`config.mk`:
```
export PLATFORM = sky130hd
export DESIGN_NAME = apb_master_flat
export DESIGN_NICKNAME = d
export VERILOG_FILES = /design/src/rtl/apb_master_if.sv /design/src/rtl/apb_master.sv /design/src/flat_wrapper.sv
export SDC_FILE = /design/constraint.sdc
export NUM_CORES = 1
export LEC_CHECK = 0
export ABC_CLOCK_PERIOD_IN_PS = 3500
export CORE_MARGIN = 2
export CORE_UTILIZATION = 38
export CTS_CLUSTER_SIZE = 14
export DETAILED_ROUTE_END_ITERATION = 7
export GPL_TIMING_DRIVEN = 0
export PLACE_DENSITY = 0.81
export SLEW_MARGIN = 0
export SYNTH_ARGS = -nofsm -noshare
export SYNTH_HDL_FRONTEND = slang
export SYNTH_SLANG_ARGS = --single-unit
```
`constraint.sdc`:
```
create_clock -name pclk_i -period 3.5 [get_ports pclk_i]
set_clock_uncertainty 0.05 [all_clocks]
set_input_delay 0.525 -clock pclk_i [delete_from_list [all_inputs] [get_ports pclk_i]]
set_output_delay 0.525 -clock pclk_i [all_outputs]
set_load 0.02 [all_outputs]
```
`src/rtl/apb_master_if.sv`:
```
// apb_master_if: command/response handshake and APB4 bus bundle for the APB initiator
interface apb_master_if;
    logic        cmd_valid;
    logic        cmd_ready;
    logic        cmd_write;
    logic [11:0] cmd_addr;
    logic [31:0] cmd_wdata;
    logic [3:0]  cmd_strb;
    logic        rsp_valid;
    logic [31:0] rsp_rdata;
    logic        rsp_slverr;
    logic        rsp_timeout;
    logic        psel;
    logic        penable;
    logic        pwrite;
    logic [11:0] paddr;
    logic [31:0] pwdata;
    logic [3:0]  pstrb;
    logic        pready;
    logic [31:0] prdata;
    logic        pslverr;

    modport master (
        input  cmd_valid, cmd_write, cmd_addr, cmd_wdata, cmd_strb, pready, prdata, pslverr,
        output cmd_ready, rsp_valid, rsp_rdata, rsp_slverr, rsp_timeout,
               psel, penable, pwrite, paddr, pwdata, pstrb
    );

    modport slave (
        output cmd_valid, cmd_write, cmd_addr, cmd_wdata, cmd_strb, pready, prdata, pslverr,
        input  cmd_ready, rsp_valid, rsp_rdata, rsp_slverr, rsp_timeout,
               psel, penable, pwrite, paddr, pwdata, pstrb
    );
endinterface

```
`src/rtl/apb_master.sv`:
```
// apb_master: single-beat command to APB4 transfer initiator; optional ACCESS timeout via APB_MASTER_TIMEOUT_EN
module apb_master #(
    parameter int TIMEOUT_CYCLES = 16
) (
    input  logic        pclk_i,
    input  logic        prst_i,
    apb_master_if.master bus
);
    typedef enum logic [1:0] {IDLE, SETUP, ACCESS} state_t;

    state_t      state_q, state_d;
    logic        accept, done, tmo;
    logic [11:0] paddr_q;
    logic        pwrite_q;
    logic [31:0] pwdata_q;
    logic [3:0]  pstrb_q;
    logic        rsp_valid_q, rsp_slverr_q, rsp_timeout_q;
    logic [31:0] rsp_rdata_q;

    assign bus.cmd_ready = (state_q == IDLE) && !prst_i;
    assign accept        = bus.cmd_valid && bus.cmd_ready;
    assign done          = (state_q == ACCESS) && bus.pready;

`ifdef APB_MASTER_TIMEOUT_EN
    localparam int CW = $clog2(TIMEOUT_CYCLES + 1);
    logic [CW-1:0] cnt_q;
    assign tmo = (state_q == ACCESS) && !bus.pready && (cnt_q == CW'(TIMEOUT_CYCLES - 1));
    // Count stalled ACCESS cycles; restart every time a transfer enters ACCESS
    always_ff @(posedge pclk_i or posedge prst_i) begin
        if (prst_i) cnt_q <= '0;
        else cnt_q <= (state_q == SETUP) ? '0 : (state_q == ACCESS && !bus.pready) ? cnt_q + 1'b1 : cnt_q;
    end
`else
    assign tmo = 1'b0;
`endif

    // Transfer phase sequencing; pready only matters in ACCESS
    always_comb begin
        state_d = state_q;
        case (state_q)
            IDLE:    state_d = accept ? SETUP : IDLE;
            SETUP:   state_d = ACCESS;
            ACCESS:  state_d = (done || tmo) ? IDLE : ACCESS;
            default: state_d = IDLE;
        endcase
    end

    // State and captured command; APB fields hold their last value while idle
    always_ff @(posedge pclk_i or posedge prst_i) begin
        if (prst_i) begin
            state_q  <= IDLE;
            paddr_q  <= '0;
            pwrite_q <= 1'b0;
            pwdata_q <= '0;
            pstrb_q  <= '0;
        end else begin
            state_q <= state_d;
            if (accept) begin
                paddr_q  <= bus.cmd_addr;
                pwrite_q <= bus.cmd_write;
                pwdata_q <= bus.cmd_wdata;
                pstrb_q  <= bus.cmd_write ? bus.cmd_strb : 4'b0000;
            end
        end
    end

    // One-cycle registered response for each completed or aborted transfer
    always_ff @(posedge pclk_i or posedge prst_i) begin
        if (prst_i) begin
            rsp_valid_q   <= 1'b0;
            rsp_rdata_q   <= '0;
            rsp_slverr_q  <= 1'b0;
            rsp_timeout_q <= 1'b0;
        end else begin
            rsp_valid_q   <= done || tmo;
            rsp_rdata_q   <= (done && !pwrite_q) ? bus.prdata : '0;
            rsp_slverr_q  <= done ? bus.pslverr : tmo;
            rsp_timeout_q <= tmo;
        end
    end

    assign bus.psel        = state_q != IDLE;
    assign bus.penable     = state_q == ACCESS;
    assign bus.paddr       = paddr_q;
    assign bus.pwrite      = pwrite_q;
    assign bus.pwdata      = pwdata_q;
    assign bus.pstrb       = pstrb_q;
    assign bus.rsp_valid   = rsp_valid_q;
    assign bus.rsp_rdata   = rsp_rdata_q;
    assign bus.rsp_slverr  = rsp_slverr_q;
    assign bus.rsp_timeout = rsp_timeout_q;
endmodule

```
`src/flat_wrapper.sv`:
```
// flat-port wrapper written by rule: the top's interface ports become plain ports
module apb_master_flat 
#(
    parameter int TIMEOUT_CYCLES = 16
)
  (pclk_i, prst_i, bus_cmd_valid, bus_cmd_write, bus_cmd_addr, bus_cmd_wdata, bus_cmd_strb, bus_pready, bus_prdata, bus_pslverr, bus_cmd_ready, bus_rsp_valid, bus_rsp_rdata, bus_rsp_slverr, bus_rsp_timeout, bus_psel, bus_penable, bus_pwrite, bus_paddr, bus_pwdata, bus_pstrb);
  apb_master_if bus_i ();
  input  logic pclk_i;
  input  logic prst_i;
  input wire logic [$bits(bus_i.cmd_valid)-1:0] bus_cmd_valid;
  input wire logic [$bits(bus_i.cmd_write)-1:0] bus_cmd_write;
  input wire logic [$bits(bus_i.cmd_addr)-1:0] bus_cmd_addr;
  input wire logic [$bits(bus_i.cmd_wdata)-1:0] bus_cmd_wdata;
  input wire logic [$bits(bus_i.cmd_strb)-1:0] bus_cmd_strb;
  input wire logic [$bits(bus_i.pready)-1:0] bus_pready;
  input wire logic [$bits(bus_i.prdata)-1:0] bus_prdata;
  input wire logic [$bits(bus_i.pslverr)-1:0] bus_pslverr;
  output wire logic [$bits(bus_i.cmd_ready)-1:0] bus_cmd_ready;
  output wire logic [$bits(bus_i.rsp_valid)-1:0] bus_rsp_valid;
  output wire logic [$bits(bus_i.rsp_rdata)-1:0] bus_rsp_rdata;
  output wire logic [$bits(bus_i.rsp_slverr)-1:0] bus_rsp_slverr;
  output wire logic [$bits(bus_i.rsp_timeout)-1:0] bus_rsp_timeout;
  output wire logic [$bits(bus_i.psel)-1:0] bus_psel;
  output wire logic [$bits(bus_i.penable)-1:0] bus_penable;
  output wire logic [$bits(bus_i.pwrite)-1:0] bus_pwrite;
  output wire logic [$bits(bus_i.paddr)-1:0] bus_paddr;
  output wire logic [$bits(bus_i.pwdata)-1:0] bus_pwdata;
  output wire logic [$bits(bus_i.pstrb)-1:0] bus_pstrb;
  assign bus_i.cmd_valid = bus_cmd_valid;
  assign bus_i.cmd_write = bus_cmd_write;
  assign bus_i.cmd_addr = bus_cmd_addr;
  assign bus_i.cmd_wdata = bus_cmd_wdata;
  assign bus_i.cmd_strb = bus_cmd_strb;
  assign bus_i.pready = bus_pready;
  assign bus_i.prdata = bus_prdata;
  assign bus_i.pslverr = bus_pslverr;
  assign bus_cmd_ready = bus_i.cmd_ready;
  assign bus_rsp_valid = bus_i.rsp_valid;
  assign bus_rsp_rdata = bus_i.rsp_rdata;
  assign bus_rsp_slverr = bus_i.rsp_slverr;
  assign bus_rsp_timeout = bus_i.rsp_timeout;
  assign bus_psel = bus_i.psel;
  assign bus_penable = bus_i.penable;
  assign bus_pwrite = bus_i.pwrite;
  assign bus_paddr = bus_i.paddr;
  assign bus_pwdata = bus_i.pwdata;
  assign bus_pstrb = bus_i.pstrb;
  apb_master #(.TIMEOUT_CYCLES(TIMEOUT_CYCLES)) u_core (.pclk_i(pclk_i), .prst_i(prst_i), .bus(bus_i));
endmodule
```
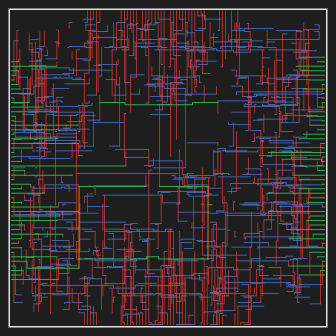
*Metal layers overlaid, run 1*
Key: M3 = green [wire length 751 µm]; M2 = red [wire length 3700 µm]; M1 = blue [wire length 2710 µm]; M4 = orange [wire length 46.2 µm]
DR vias: 2146
total wire length: 7.21 mm
DR WL/cell: 14.8 µm
Overall Global Routing Usage: 16.5%

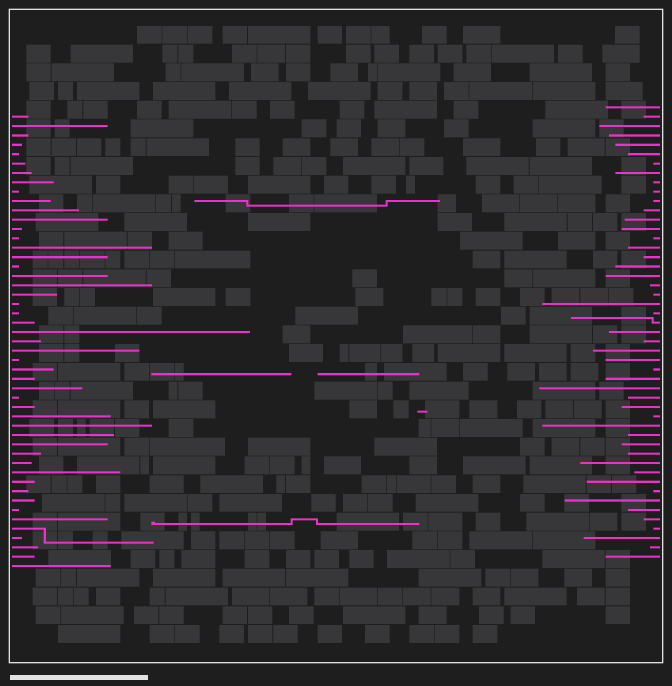
*Signal wires on met3, run 1*
Bar = 20 µm. Cells faint in the background.
The wires run mostly horizontal. The longest straight run is 34.3 µm. The layer carries 751 µm of wire. The layer holds 10% of the routed length.

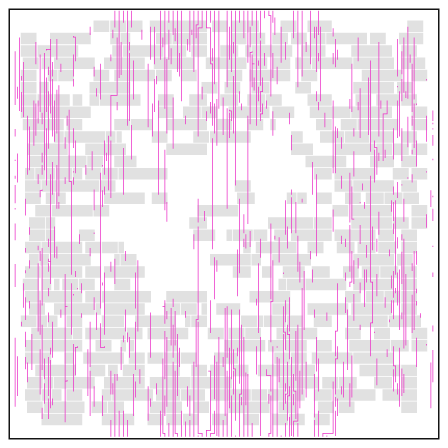
*The metal 2 layer, run 1*
Cells faint in the background.
The layer carries 3700 µm of wire. 421 nets have wire on it. The layer holds 51% of the routed length. The longest straight run is 38.6 µm.
GR Util met2: 28.0%

==> results.json, run 1 <==
{
  "status": "complete, no violations",
  "fp.dieW_um": 94.7,
  "ff2ff_path_depth": 3,
  "drv_slew": 0,
  "ios": 173,
  "min_delay_path_depth": 1,
  "num-nonclk-inverters": 6,
  "ys_types": 19,
  "ys.flop_type": "dfrtp_1",
  "path_buffers": 2,
  "xor_area_share_pct": 0,
  "muxShareOfSynthArea_pct": 19.3,
  "min_to": "u_core.bus.paddr[4]",
  "async_reset_ff_share_pct": 100,
  "grt_util_met1_pct": 18.6,
  "dr.first_iter.drc_count": 28,
  "hold_class": "reg -> reg",
  "synthesis.nets": 281,
  "grt_antenna_before_repair": 0,
  "die-area_um2": 8970,
  "firstDrtPassIters": 4,
  "rsz0062_at_grt": "no",
  "cts_buffer_depth": 2,
  "viasPerCell": 4.41,
  "simple_gate_area_share_pct": 9.32,
  "postLayoutCoreUtil_pct": 64.4,
  "setup-tns-final_ns": 0,
  "p_leak_nw": 2.28,
  "die_h_um": 94.7,
  "hold_buffers": 0,
  "wl_met3_um": 750,
  "pg_comb_uw": 946,
  "synth.avg_cell_area_um2": 16.0,
  "maxCapViolations": 0,
  "synth_top_area_share_pct": 68.0,
  "final_cell_mix": "clkdlybuf4s50_1, dfrtp_1, and2_1",
  "synth_warnings": 0
}
### Clock network drawn from the DEF, run 1

Bar = 20 µm.
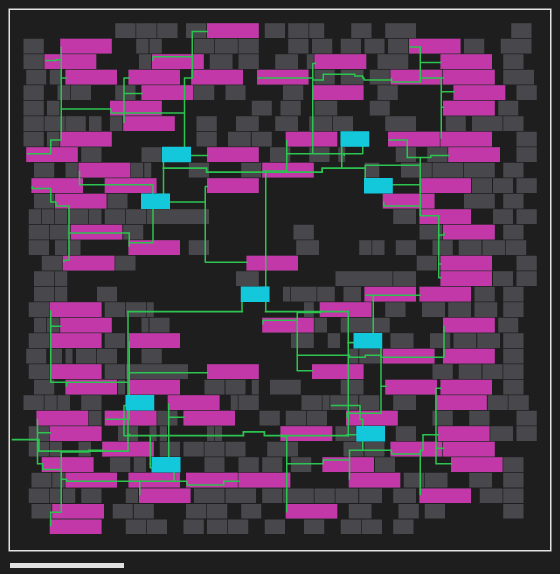

==> run 1 -> run 2 <==
ABC_CLOCK_PERIOD_IN_PS = 2280   (was 3500)
clock period = 2.28 ns   (was 3.5 ns; I/O delays follow)
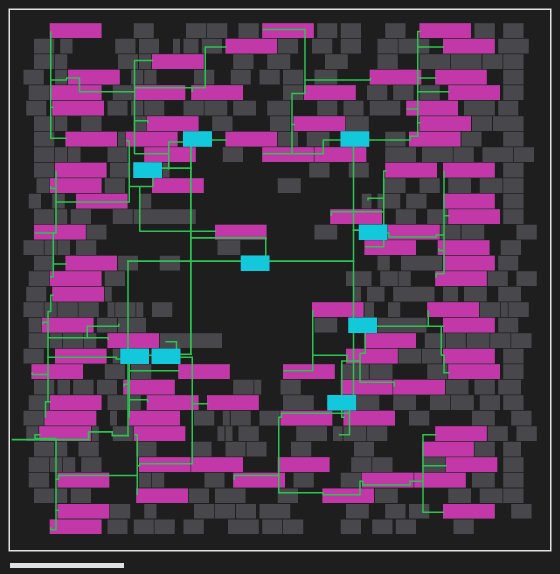
*Clock network drawn from the DEF, run 2*
Bar = 20 µm.
Key: clock-net drivers = cyan [count 9]; clock wires = green [length 933 µm]; flip-flops = magenta [count 85]
There are 10 routed clock nets.
Late-Pin Clk Latency: 0.33 ns
clock power share: 25.8%
Clk. pwr: 1.17 mW

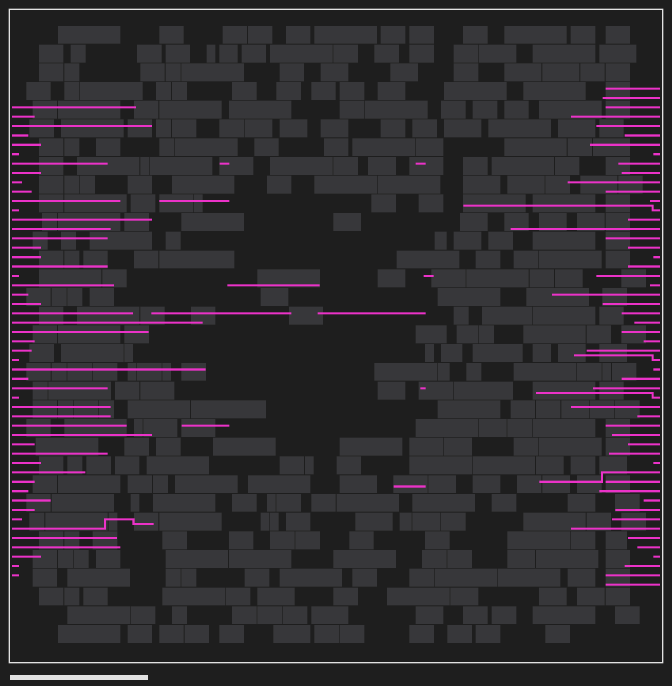
*Signal wires on met3, run 2*
Bar = 20 µm. Cells faint in the background.
106 nets have wire on it. The longest straight run is 27.8 µm. The wires run mostly horizontal. The layer holds 13% of the routed length. The layer carries 934 µm of wire.
DR vias: 2186
total wire length: 7.31 mm
met3 Usage GRT: 7.66%

==> run 2 against run 1 <==
Effect of this change:
- non-clock buffer count is 1 higher
- cell area grew 0.46%
- final cell count grew 0.41%
- critical path depth decreased by 1
- largest cell class unchanged
- largest power group unchanged
==> results.json, run 2 <==
{
  "final_cell_mix": "clkdlybuf4s50_1, dfrtp_1, and2_1",
  "rsz0062_at_grt": "no",
  "dr.first_iter.drc_count": 40,
  "clkbuf_count": 12,
  "cts_buffer_depth": 2,
  "hold_class": "in -> async",
  "ios": 173,
  "fp.dieW_um": 94.7,
  "async_reset_ff_share_pct": 100,
  "num-nonclk-inverters": 6,
  "setup-tns-final_ns": 0,
  "status": "complete, no violations",
  "wl_met3_um": 934,
  "fmax_ghz": 0.490,
  "synth.avg_cell_area_um2": 16.0,
  "synth_warnings": 0,
  "lay_top_count": "clkdlybuf4s50_1",
  "routed-wl-met2_mm": 3.64,
  "cts_tree": "done",
  "largest_area_cell": "dfrtp_1",
  "grt_pass1_vias": 2347,
  "grt_antenna_before_repair": 0,
  "p_leak_nw": 2.29,
  "ff2ff_path_depth": 3,
  "pg_comb_mw": 1.46,
  "firstDrtPassIters": 3,
  "largestClassByArea": "flip-flops and latches",
  "synth_top_area_share_pct": 68.0,
  "drive_above_1_share_pct": 19.3,
  "ys.flop_type": "dfrtp_1",
  "muxShareOfSynthArea_pct": 19.3,
  "reg2reg_from": "u_core.state_q[0]",
  "drv_slew": 0,
  "worstPathArrival_ns": 1.65,
  "hold_buffers": 0,
  "ys_types": 19,
  "viasPerCell": 4.47,
  "xor_area_share_pct": 0,
  "die_h_um": 94.7,
  "synth_seq_share_pct": 68.0,
  "p_per_area_nw_per_um2": 865,
  "die-area_um2": 8970,
  "dp_hpwl_mm": 5.70,
  "simple_gate_area_share_pct": 9.32,
  "finalClockPeriodUsage_pct": 89.5,
  "maxCapViolations": 0,
  "synthesis.nets": 281,
  "wl_per_cell_um": 14.9
}
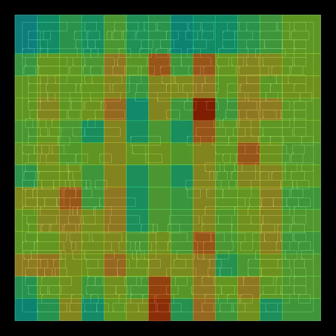
*Routing congestion map, run 2*
met1 Use GR: 17.8%
Most Used Layer, Global Route: met2
GR Util met2: 28.8%
Overall Global Routing Usage: 16.7%
Final Util: 64.7%

No activity file was given, so power comes from the tool's default toggle rates.
